<file path="src/rtl/bus_coherence_ctrl_pkg.sv">
// Shared types for the two-cache coherence bus controller: bus FSM states,
// RAM handshake states and the block-offset mask used to form block bases.
package bus_coherence_ctrl_pkg;

    typedef enum logic [1:0] {
        FREE   = 2'd0,
        BUSY   = 2'd1,
        ACCESS = 2'd2,
        ERROR  = 2'd3
    } ramstate_t;

    typedef enum logic [3:0] {
        IDLE,
        SNOOP,
        WB0,
        WB1,
        C2C0,
        C2C1,
        RD0,
        RD1
    } bus_state_t;

    localparam logic [31:0] BLK_OFF_MASK = 32'hFFFF_FFFB;

    // A block is two words; the word select lands on address bit 2.
    function automatic logic [31:0] beat_addr(input logic [31:0] base, input logic word);
        return base | {29'd0, word, 2'b00};
    endfunction

endpackage

</file>
<file path="src/rtl/bus_coherence_ctrl_rr_arbiter.sv">
// Two-way round-robin arbiter: a lone requester always wins, a tie goes to
// the cache holding priority, and priority passes to the other cache on completion.
module rr_arbiter
    import bus_coherence_ctrl_pkg::*;
(
    input  logic       i_clk,
    input  logic       i_rst_n,
    input  logic [1:0] i_req,
    input  logic       i_advance,
    input  logic       i_owner,
    output logic       o_gnt_id
);

    logic r_prio;

    always_ff @(posedge i_clk or negedge i_rst_n) begin
        if (!i_rst_n) begin
            r_prio <= 1'b0;
        end else if (i_advance) begin
            r_prio <= ~i_owner;
        end
    end

    assign o_gnt_id = (&i_req) ? r_prio : i_req[1];

endmodule

</file>
<file path="src/rtl/bus_coherence_ctrl.sv">
// Memory-side coherence bus controller for two dcaches: arbitrates one RAM
// port, snoops the other cache, and serves misses by cache-to-cache or RAM.
module bus_coherence_ctrl
    import bus_coherence_ctrl_pkg::*;
#(
    parameter int CPUS      = 2,
    parameter int SNOOP_LAT = 2
) (
    input  logic                  CLK,
    input  logic                  nRST,
    input  logic [CPUS-1:0]       dREN,
    input  logic [CPUS-1:0]       dWEN,
    input  logic [CPUS-1:0][31:0] daddr,
    input  logic [CPUS-1:0][31:0] dstore,
    input  logic [CPUS-1:0]       cctrans,
    input  logic [CPUS-1:0]       ccwrite,
    output logic [CPUS-1:0]       dwait,
    output logic [CPUS-1:0][31:0] dload,
    output logic [CPUS-1:0]       ccwait,
    output logic [CPUS-1:0]       ccinv,
    output logic [CPUS-1:0][31:0] ccsnoopaddr,
    output logic                  ramREN,
    output logic                  ramWEN,
    output logic [31:0]           ramaddr,
    output logic [31:0]           ramstore,
    input  logic [31:0]           ramload,
    input  ramstate_t             ramstate
);

    localparam int CNT_W = (SNOOP_LAT > 1) ? $clog2(SNOOP_LAT) : 1;
    localparam logic [CNT_W-1:0] SNOOP_LAST = CNT_W'(SNOOP_LAT - 1);

    bus_state_t       r_state;
    bus_state_t       w_next;
    logic [CNT_W-1:0] r_cnt;
    logic             r_req;
    logic             r_ccwrite;
    logic [31:0]      r_base;

    logic [CPUS-1:0]  w_req;
    logic             w_gnt;
    logic             w_grant;
    logic             w_done;
    logic             w_snp;
    logic             w_word;
    logic             w_access;
    logic             w_snp_last;
    logic [31:0]      w_addr;

    // Snoop-supply (dWEN & cctrans) and plain reads (dREN & ~cctrans) are not bus requests.
    assign w_req      = (dWEN & ~cctrans) | (dREN & cctrans);
    assign w_snp      = ~r_req;
    assign w_access   = (ramstate == ACCESS);
    assign w_word     = (r_state == WB1) || (r_state == C2C1) || (r_state == RD1);
    assign w_addr     = beat_addr(r_base, w_word);
    assign w_snp_last = (r_cnt == SNOOP_LAST);

    rr_arbiter u_arb (
        .i_clk     (CLK),
        .i_rst_n   (nRST),
        .i_req     (w_req),
        .i_advance (w_done),
        .i_owner   (r_req),
        .o_gnt_id  (w_gnt)
    );

    always_ff @(posedge CLK or negedge nRST) begin
        if (!nRST) begin
            r_state <= IDLE;
            r_cnt   <= '0;
        end else begin
            r_state <= w_next;
            r_cnt   <= (r_state == SNOOP && !w_snp_last) ? r_cnt + 1'b1 : '0;
        end
    end

    // Transaction context is only consumed outside IDLE, so it needs no reset.
    always_ff @(posedge CLK) begin
        if (w_grant) begin
            r_req     <= w_gnt;
            r_base    <= daddr[w_gnt] & BLK_OFF_MASK;
            r_ccwrite <= ccwrite[w_gnt];
        end
    end

    always_comb begin
        w_next      = r_state;
        w_grant     = 1'b0;
        dwait       = '1;
        dload       = '0;
        ccwait      = '0;
        ccinv       = '0;
        ccsnoopaddr = '0;
        ramREN      = 1'b0;
        ramWEN      = 1'b0;
        ramaddr     = '0;
        ramstore    = '0;

        if (r_state inside {SNOOP, C2C0, C2C1, RD0, RD1}) begin
            ccwait[w_snp]      = 1'b1;
            ccinv[w_snp]       = r_ccwrite;
            ccsnoopaddr[w_snp] = r_base;
        end

        unique case (r_state)
            IDLE: begin
                if (|w_req) begin
                    w_grant = 1'b1;
                    w_next  = (dWEN[w_gnt] & ~cctrans[w_gnt]) ? WB0 : SNOOP;
                end
            end
            SNOOP: begin
                if (w_snp_last) begin
                    w_next = cctrans[w_snp] ? C2C0 : RD0;
                end
            end
            WB0, WB1: begin
                ramWEN   = 1'b1;
                ramaddr  = w_addr;
                ramstore = dstore[r_req];
                if (w_access) begin
                    dwait[r_req] = 1'b0;
                    w_next       = (r_state == WB0) ? WB1 : IDLE;
                end
            end
            C2C0, C2C1: begin
                // Snooper's dirty data goes to the requester and to RAM in the same beat.
                ramWEN       = 1'b1;
                ramaddr      = w_addr;
                ramstore     = dstore[w_snp];
                dload[r_req] = dstore[w_snp];
                if (w_access) begin
                    dwait[r_req] = 1'b0;
                    dwait[w_snp] = 1'b0;
                    w_next       = (r_state == C2C0) ? C2C1 : IDLE;
                end
            end
            RD0, RD1: begin
                ramREN       = 1'b1;
                ramaddr      = w_addr;
                dload[r_req] = ramload;
                if (w_access) begin
                    dwait[r_req] = 1'b0;
                    w_next       = (r_state == RD0) ? RD1 : IDLE;
                end
            end
            default: w_next = IDLE;
        endcase

        w_done = (r_state != IDLE) && (w_next == IDLE);
    end

endmodule

</file>
<file path="config.mk">
export PLATFORM = sky130hd
export DESIGN_NAME = bus_coherence_ctrl
export DESIGN_NICKNAME = d
export VERILOG_FILES = /design/src/rtl/bus_coherence_ctrl_pkg.sv /design/src/rtl/bus_coherence_ctrl_rr_arbiter.sv /design/src/rtl/bus_coherence_ctrl.sv
export SDC_FILE = /design/constraint.sdc
export NUM_CORES = 1
export LEC_CHECK = 0
export CAP_MARGIN = 15
export CORE_AREA = 2 2 144 146
export DETAILED_ROUTE_END_ITERATION = 8
export DIE_AREA = 0 0 146 148
export GPL_TIMING_DRIVEN = 0
export PLACE_DENSITY = 0.6
export SYNTH_ARGS = -nofsm -noshare
export SYNTH_HDL_FRONTEND = slang
export SYNTH_HIERARCHICAL = 1
export SYNTH_SLANG_ARGS = --single-unit
</file>
<file path="constraint.sdc">
create_clock -name CLK -period 2.2 [get_ports CLK]
set_input_delay 0.22 -clock CLK [delete_from_list [all_inputs] [get_ports CLK]]
set_output_delay 0.22 -clock CLK [all_outputs]
set_load 0.02 [all_outputs]
</file>
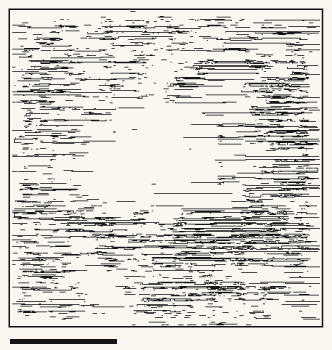
Run 1: M1 wires
The bar under the picture is 50 um long.
The longest straight run is 42.8 um. 943 nets have wire on it.

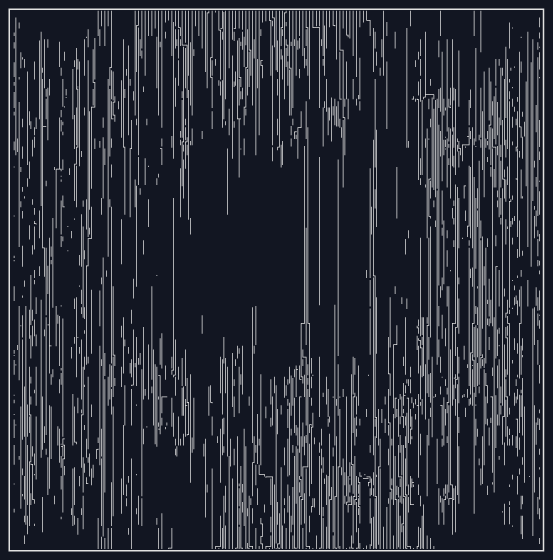
Run 1: the metal 2 layer
The wires run mostly vertical. The layer holds 50% of the routed length. The layer carries 11,900 um of wire. The longest straight run is 76.3 um. 944 nets have wire on it.

==> results.txt, run 1 <==
Status on the layout run. Number of antenna-violating nets in the routed design landed at 0. Cell count listed in synth_stat.txt landed at 525. Required time of the worst setup path landed at 1.98 ns. According to the floorplan report, the die width is 146 um. Placeable core area landed at 20,000 um2. Number of I/O pins landed at 372.

OpenROAD warning count landed at 30. The analysis reports a worst IR drop on VDD of 0.441 mV. Count of endpoints failing hold in the final timing report landed at 0. The main area contributors are sky130_fd_sc_hd__edfxtp_1 22%, sky130_fd_sc_hd__and2_1 14%, sky130_fd_sc_hd__a221oi_1 11%.

The share of total power dissipated in the clock network is 17.7%. Overall via count from detail_route landed at 5,633. Entering global routing, the biggest net connects 22 pins. Per the detailed-route log, wirelength across all metal layers totals 23,700 um. Derived from the worst setup path, the maximum achievable clock frequency is 468 MHz.

The capture point of the worst register-to-register path is recorded as r_base[21]. Async set-or-reset flop fraction in the synthesized netlist landed at 15.4%. Standby leakage power landed at 0.00363 uW. The count of buffers added on input and output ports is 367. The run finished with clean final reports.

In the floorplan report the effective utilization is 22.0%. In this run the register-to-register setup slack is 0.23 ns. The global routing report lists combined usage of all routing layers as 21.2%. The switching portion of total power comes to 41.0%.

The type recorded for the worst min-delay path is input port to asynchronous set/reset pin. The pre-antenna-repair detailed-routing pass consisted of 7 iterations. Proportion of netlist area held by the largest area contributor landed at 22.5%. sky130_fd_sc_hd__and2_1 is the most common cell in the netlist.

Number of cells on the critical path landed at 7. Average wire per cell in the routed design landed at 20.1 um. Global-route wire length before repair landed at 36,000 um. Proportion of power drawn by flip-flops and latches landed at 22.9%. By startpoint and endpoint, the worst setup path is classified as flip-flop to primary output. In the placement report, post-DP HPWL is listed as 18,900 um. Post-synthesis chip area from yosys landed at 4410 um2.

According to the finish report, the design has a final net count of 1,082. Routability congestion estimate from global placement landed at 0.833. The worst setup path is launched from a flip-flop. The final layout report lists a filler cell count of 2,140. Per the run summary, max-cap violations total 0. Part of the Yosys area used for sequential elements landed at 25.9%.

Iteration-0 DRC count of the detailed router landed at 164. Flip-flop and latch count after synthesis landed at 39. For the pin with the worst max-slew slack, the measured transition is 0.607 ns. Per the STA report, the cell with the highest stage delay on the worst path is sky130_fd_sc_hd__or3_1.

Unique cell type count in the Yosys netlist landed at 38. After layout, the design draws a total of 4690 uW. STA classifies the critical path endpoint as a primary output. Combinational share of power landed at 59.4%. Worst clock skew landed at 0.00476 ns. In this run, synthesis inferred 33 flip-flops with an integrated enable. Per STA, the highest per-stage delay on the worst path measures 0.37 ns. Number of hold buffers added after CTS landed at 0. Looking at the clock tree report, the root buffer type is sky130_fd_sc_hd__clkbuf_16. Walking the worst path, the cells encountered are buf_6 -> inv_2 -> or3_1 -> buf_4 -> buf_6 -> a21oi_4 -> buf_4. After floorplanning, the core was divided into 52 placement rows. Setup repair after global routing could not meet its margin everywhere.

In the routed layout, each cell is associated on average with a via count of 4.77. TritonCTS buffer count landed at 5. Of all cell types, the one taking the most synthesized area is sky130_fd_sc_hd__edfxtp_1. Along the worst path, the maximum fanout reaches 10. Number of design rule violations left after detail routing landed at 0. Switching power total landed at 1920 uW.

The clock reaches the later pin of the worst-skew pair after 0.28 ns. Yosys synthesis warning count landed at 6. The initial antenna violation count was 0. Depth of the CTS H-tree landed at 2. The critical path in the final layout is reported with a setup slack of 0.0611 ns.

TritonCTS built the clock tree. Number of antenna repair diodes landed at 0. Share of final-layout standard cells stronger than drive strength 1 landed at 35.9%.

Looking at the reg2reg group, the worst path starts from r_state[3]. Fraction of the cycle the final worst path needs landed at 97.2%. Cell count after placement landed at 1,165. Among cell families on the critical path, the largest total delay comes from buffers and inverters. Utilization after layout landed at 43.1%. Power density over cell area landed at 544 nW/um2. Depth of the worst register-to-register path landed at 5. In this run the full chip footprint comes out at 21,600 um2. Internal power landed at 2770 uW. Synthesis produced a netlist whose cell count is 525. Measured against its own limit, the worst slew margin works out to 59.5%.

The floorplan step set the die height to 148 um. Summed negative setup slack over all endpoints landed at 0 ns. The script reports the combined buffer and inverter count of the critical path as 5. For reference, the post-synthesis area per instance comes to 8.40 um2. Number of standard cells in the layout, taps in and fillers out landed at 1,181. Synthesized cell area landed at 4410 um2. Pins over their slew limit in the final report were tallied at 0. The commonest cells after synthesis are 96 x sky130_fd_sc_hd__and2_1, 67 x sky130_fd_sc_hd__nand2b_1, 54 x sky130_fd_sc_hd__a221oi_1, 37 x sky130_fd_sc_hd__mux2_2, 35 x sky130_fd_sc_hd__nor2_1. Post-CTS setup-driven buffer insertion count landed at 5. Via count of the first global-routing pass landed at 6,011. Post-CTS resize count landed at 596. Residual overflow from global routing landed at 0. On the worst setup and hold paths after CTS, the clock-pin slew comes to 0.06 ns. TritonCTS sink count landed at 39.

Worst slack after detailed placement landed at -0.446 ns. Worst path arrival time landed at 1.92 ns. Compared with the post-synthesis result, the final layout area differs by 95.9%.

Final-report setup violation count landed at 0. Shortest period the worst path allows landed at 2.14 ns.
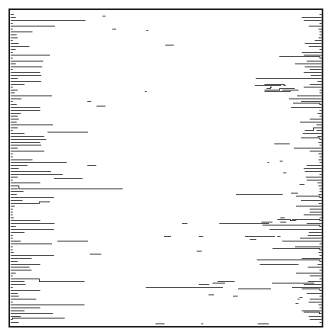
Run 1: M3 wires
250 nets have wire on it. The wires run mostly horizontal. The layer carries 2,010 um of wire. The longest straight run is 48.5 um.

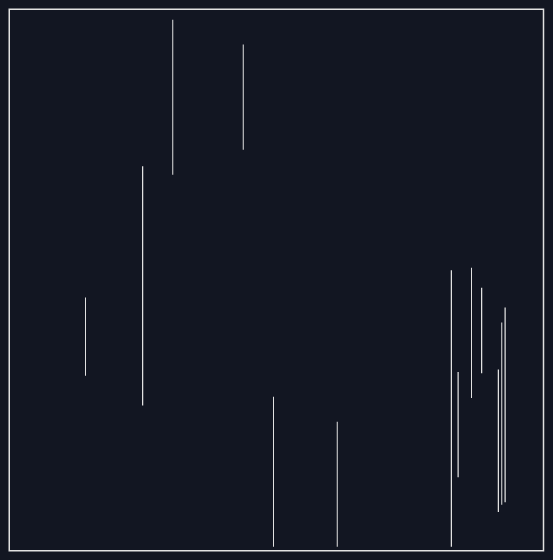
Run 1: the metal 4 layer
The longest straight run is 75.5 um. 13 nets have wire on it. The layer holds 2.3% of the routed length. The wires run mostly vertical.

[run 1: cell families after synthesis]
group / count (synthesis) / share of synthesized area [%]
AOI/OAI and AO/OA: 137 / 25.3
muxes: 40 / 10.1
other: 1 / 0.0851
DFF: 39 / 25.9
buffers and inverters: 61 / 6.93
and+or+nand+nor: 247 / 31.6
[run 1: registers in the layout, summed over array words and instances, names as in the netlist]
signal and count:
r_base 31, r_state 4, r_ccwrite 1, r_cnt 1
r_req 1, u_arb/r_prio 1
[run 1: final cells by class]
cell class	count	area [um2]	share of cell area [%]
timing repair buffer	377	3380	39.1
multi-input combinational	427	3140	36.4
buffer	56	453	5.24
tap	270	338	3.91
sequential	39	1140	13.2
clock buffer	5	125	1.45
clock inverter	3	38.8	0.449
inverter	4	18.8	0.217
[run 1: per-stage QoR]
stage / instance area (um2) / hold slack [ns]
2_1_floorplan: 4420 / -0.0756
3_3_place_gp: 8430 / 0.440
3_5_place_dp: 8450 / 0.448
4_1_cts: 8660 / 0.199
5_1_grt: 8640 / 0.214
6_report: 8640 / 0.199
[run 1: worst max path at each step]
stage / startpoint / end / slack, ns
final: r_req / dload[44] / 0.06
after global routing: r_state[2] / ramstore[2] / -0.02
after CTS: r_state[1] / dload[12] / -0.05
after detailed placement: r_state[1] / ccsnoopaddr[21] / -0.45
after global placement: r_state[3] / r_base[27] / -0.53
after floorplan: r_state[3] / r_base[0] / 0.10
[run 1: placed cells by master (no fill, tap or decap), types with 3 or more instances in the layout]
cell type,n
sky130_fd_sc_hd__a21oi_2,33
sky130_fd_sc_hd__nand2_1,33
sky130_fd_sc_hd__mux2_2,37
sky130_fd_sc_hd__clkdlybuf4s50_1,169
sky130_fd_sc_hd__buf_2,69
sky130_fd_sc_hd__nor2_1,33
sky130_fd_sc_hd__dlygate4sd2_1,37
sky130_fd_sc_hd__clkdlybuf4s15_2,64
sky130_fd_sc_hd__a221oi_2,21
sky130_fd_sc_hd__or3_1,3
sky130_fd_sc_hd__dlymetal6s2s_1,4
sky130_fd_sc_hd__conb_1,3
sky130_fd_sc_hd__dfrtp_1,4
sky130_fd_sc_hd__mux2i_1,3
sky130_fd_sc_hd__clkdlybuf4s15_1,3
sky130_fd_sc_hd__a21oi_1,30
sky130_fd_sc_hd__buf_4,29
sky130_fd_sc_hd__clkbuf_4,7
sky130_fd_sc_hd__a221oi_1,40
sky130_fd_sc_hd__clkbuf_1,6
sky130_fd_sc_hd__buf_6,18
sky130_fd_sc_hd__edfxtp_1,33
sky130_fd_sc_hd__clkbuf_16,5
sky130_fd_sc_hd__and2_1,96
sky130_fd_sc_hd__nand2b_1,66
sky130_fd_sc_hd__clkbuf_2,24
[run 1: power groups by stage]
stage / Sequential [uW] / Combinational [uW] / Clock, uW
floorplan: 1040 / 1460 / 0
global placement: 1090 / 2760 / 0
CTS: 1080 / 2760 / 851
global route: 1100 / 3010 / 874
finish: 1080 / 2790 / 828
detailed placement: 1080 / 2790 / 0
[run 1: per-layer routing]
metal  track usage, %  part of all wire, %
met3             5.71                  8.5
met2             39.2                   50
met5                0                    0
met1             24.3                   39
met4             5.44                  2.3
==> run 2, diff against run 1 <==
- RECOVER_POWER: default -> 100
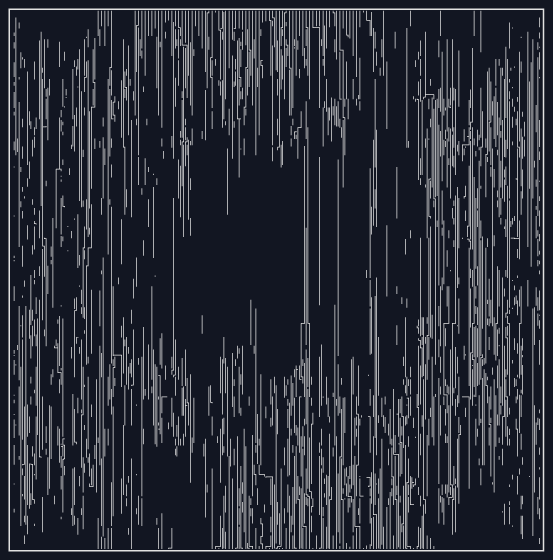
Run 2: the metal 2 layer
detailed-route wire length: 23,700 um
met2 capacity usage during global routing: 39.2%
total via count after detailed routing: 5,594

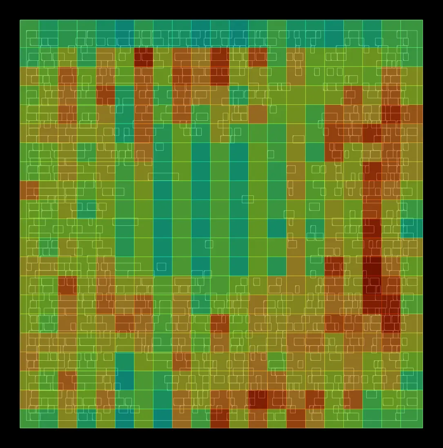
Run 2: routing congestion map
overall fraction of global-route tracks in use: 21.2%
grt met1 use: 24.3%
routed length per instance: 20.1 um

==> run 2 against run 1 <==
Net effect:
- maximum frequency hardly changed
- area after synthesis unchanged
- power down 0.28%
- via count down 0.69%
- non-clock buffer count unchanged
- worst hold slack improved by 0.072 ns
- routed wire length about the same
- die area stayed put
- combinational power is essentially flat
- sequential cell count unchanged
- sequential power about the same
- critical path depth unchanged
- critical endpoint unchanged
- largest cell class unchanged
==> results.txt, run 2 <==
Status on the layout run. The flow ran to the end, and the final reports show no timing, DRC or antenna violations. Fraction of power spent switching nets landed at 41.1% (+0.074 points). The worst IR drop on VDD came to 0.441 mV (about the same). The die boundary width is 146 um (unchanged). Count of library flops with an enable pin landed at 33 (unchanged). Per the STA report, the cell with the highest stage delay on the worst path is sky130_fd_sc_hd__or3_1.

The post-synthesis chip area from yosys came to 4410 um2 (unchanged). Number of hold buffers added after CTS landed at 0 (unchanged). Final max-slew violation count landed at 0 (unchanged). The yosys synthesis warning count is 6 (unchanged). The OpenROAD warning count was 30 (unchanged). Routability congestion estimate from global placement landed at 0.833 (unchanged). Clock-pin slew on the worst setup and hold paths landed at 0.06 ns (about the same).

Part of the Yosys area used for sequential elements landed at 25.9% (unchanged). The worst setup path is captured at a primary output. The via density per instance is 4.74 (-0.69%).

Synthesized cell area landed at 4410 um2 (unchanged). The largest registers in the layout are r_base x31, r_state x4. Source-to-sink clock delay at the later pin of the worst-skew pair landed at 0.28 ns (about the same). The count of endpoints failing hold in the final timing report is 0 (unchanged). After synthesis, the cell types taking the most area are sky130_fd_sc_hd__edfxtp_1 22%, sky130_fd_sc_hd__and2_1 14%, sky130_fd_sc_hd__a221oi_1 11%. The launch point of the worst register-to-register path is recorded as r_state[3]. Cell count listed in synth_stat.txt landed at 525 (unchanged). The chip footprint was 21,600 um2 (unchanged). Fraction of the cycle the final worst path needs landed at 97.3% (about the same). Per the cell usage report, the commonest logic cell in the layout is sky130_fd_sc_hd__clkdlybuf4s50_1. For reference, the critical path cell chain is buf_6 -> inv_2 -> or3_1 -> buf_4 -> buf_6 -> a21oi_4 -> buf_4. Depth of the worst register-to-register path landed at 5 (unchanged). The number of antenna repair diodes came to 0 (unchanged). Delay of the slowest critical-path stage landed at 0.37 ns (about the same). Share of final-layout standard cells stronger than drive strength 1 landed at 34.9% (-0.99 points). Total design power landed at 4680 uW (-0.28%).

In this run the critical register-to-register path is captured at r_base[23]. The gate count of the mapped netlist is 525 (unchanged). Per the run report, area growth between synthesis and finish was 95.0%.

Depth of the CTS H-tree landed at 2 (unchanged). The combinational share of power came to 59.3% (about the same). Proportion of power drawn by flip-flops and latches landed at 23.0% (about the same).

TritonCTS sink count landed at 39 (unchanged). Initial antenna violation count landed at 0 (unchanged). Area of placed instances landed at 8450 um2 (unchanged). Number of I/O pins landed at 372 (unchanged).

The cell area after layout was 8600 um2 (-0.46%). Counting instances in the post-synthesis netlist gives the leading cell types as 96 x sky130_fd_sc_hd__and2_1, 67 x sky130_fd_sc_hd__nand2b_1, 54 x sky130_fd_sc_hd__a221oi_1, 37 x sky130_fd_sc_hd__mux2_2, 35 x sky130_fd_sc_hd__nor2_1. The power density over cell area is 545 nW/um2 (+0.18%). Maximum fanout count along the critical path landed at 10 (unchanged). The y dimension of the die was 148 um (unchanged). Max-cap violation count landed at 0 (unchanged).

The initial cell density of the core was 22.0% (unchanged). Leaving out fill and tap cells, the most frequent cells in the layout are 167 x sky130_fd_sc_hd__clkdlybuf4s50_1, 96 x sky130_fd_sc_hd__and2_1, 66 x sky130_fd_sc_hd__nand2b_1. Global routing met3 resource utilization landed at 5.71% (unchanged). Among all cell types in the netlist, the one instantiated most often is sky130_fd_sc_hd__and2_1. Number of placement rows landed at 52 (unchanged).

Internal power landed at 2760 uW (-0.40%). The via count of the first global-routing pass is 6,011 (unchanged). The min-delay analysis places its worst path in the category input port to asynchronous set/reset pin. Largest net degree at the start of global routing landed at 22 (unchanged). Post-DP HPWL landed at 18,900 um (unchanged).

The required time of the worst setup path was 1.98 ns (about the same). The unique cell type count in the Yosys netlist was 38 (unchanged). Total number of nets in the final design landed at 1,082 (unchanged).

The TritonCTS buffer count came to 5 (unchanged). The final-report setup violation count was 0 (unchanged). Shortest period the worst path allows landed at 2.14 ns (+0.00103 ns). More flip-flops sit in one register than any other, and that register is r_base. The standby leakage power was 0.00355 uW (-2.1%).

The count of TritonRoute iterations in the first routing pass is 4 (-3). The residual overflow from global routing is 0 (unchanged). The transition time at the pin with the least slew margin is 0.608 ns (+0.00122 ns). The utilization after layout came to 42.9% (-0.20 points).

In the setup report, the worst path falls into the class flip-flop to primary output. TritonCTS built the clock tree. Switching power total landed at 1920 uW (-0.10%). The peak clock frequency supported by timing was 467 MHz (about the same).
[run 2: worst max-delay path by stage]
stage	startpoint	to	slack [ns]	cells after the start
finish	r_req	dload[44]	0.06	7
global route	r_state[2]	ramstore[2]	-0.02	7
CTS	r_state[1]	dload[12]	-0.05	6
detailed placement	r_state[1]	ccsnoopaddr[21]	-0.45	5
global placement	r_state[3]	r_base[27]	-0.53	4
floorplan	r_state[3]	r_base[0]	0.10	4
[run 2: timing repair]
action | CTS | global route
pin swaps | 3 | 1
buffers inserted | 5 | 4
resized | 596 | 97
endpoints found under the setup margin | 233 | 166
[run 2: power by group through the flow]
stage	sequential, uW	combinational (uW)	clock, uW
finish	1080	2770	830
global route	1100	2990	874
CTS	1080	2760	851
detailed placement	1080	2790	0
global placement	1090	2760	0
floorplan	1040	1460	0
[run 2: area by class of cell]
type / instances / area, um2
Sequential cell: 39 / 1140
Inverter: 4 / 18.8
Multi-Input combinational cell: 427 / 3130
Buffer: 56 / 453
Clock buffer: 5 / 125
Fill cell: 2143 / 11400
Timing Repair Buffer: 377 / 3350
Clock inverter: 3 / 38.8
Tap cell: 270 / 338
[run 2: critical path, delay by kind of cell, from the launching register on]
| family | cells | cell delay, ns |
|---|---|---|
| flip-flops | 1 | 0.36 |
| buffers and inverters | 5 | 0.72 |
| AND-OR/OR-AND | 1 | 0.16 |
| AND/OR/NAND/NOR | 1 | 0.37 |
[run 2: kinds of logic after synthesis]
kind of cell | after synthesis | synth area share [%]
mux | 40 | 10.1
flops | 39 | 25.9
other cells | 1 | 0.0851
compound gates | 137 | 25.3
simple gates | 247 | 31.6
buf+inv | 61 | 6.93
[run 2: layer usage]
| metal | routed length [um] | vias to the layer above |
|---|---|---|
| met5 | 0 | - |
| li1 | - | 2656 |
| met3 | 2060 | 29 |
| met2 | 11900 | 292 |
| met4 | 533 | 0 |
| met1 | 9210 | 2617 |
[run 2: stage by stage]
step                TNS [ns]  setup WS, ns
global placement      -73.10        -0.533
detailed placement    -60.53        -0.446
floorplan                  0         0.104
CTS                  -0.0612       -0.0452
global route         -0.0299       -0.0227
finish                     0        0.0600
Power is estimated from default activity; no workload was simulated.
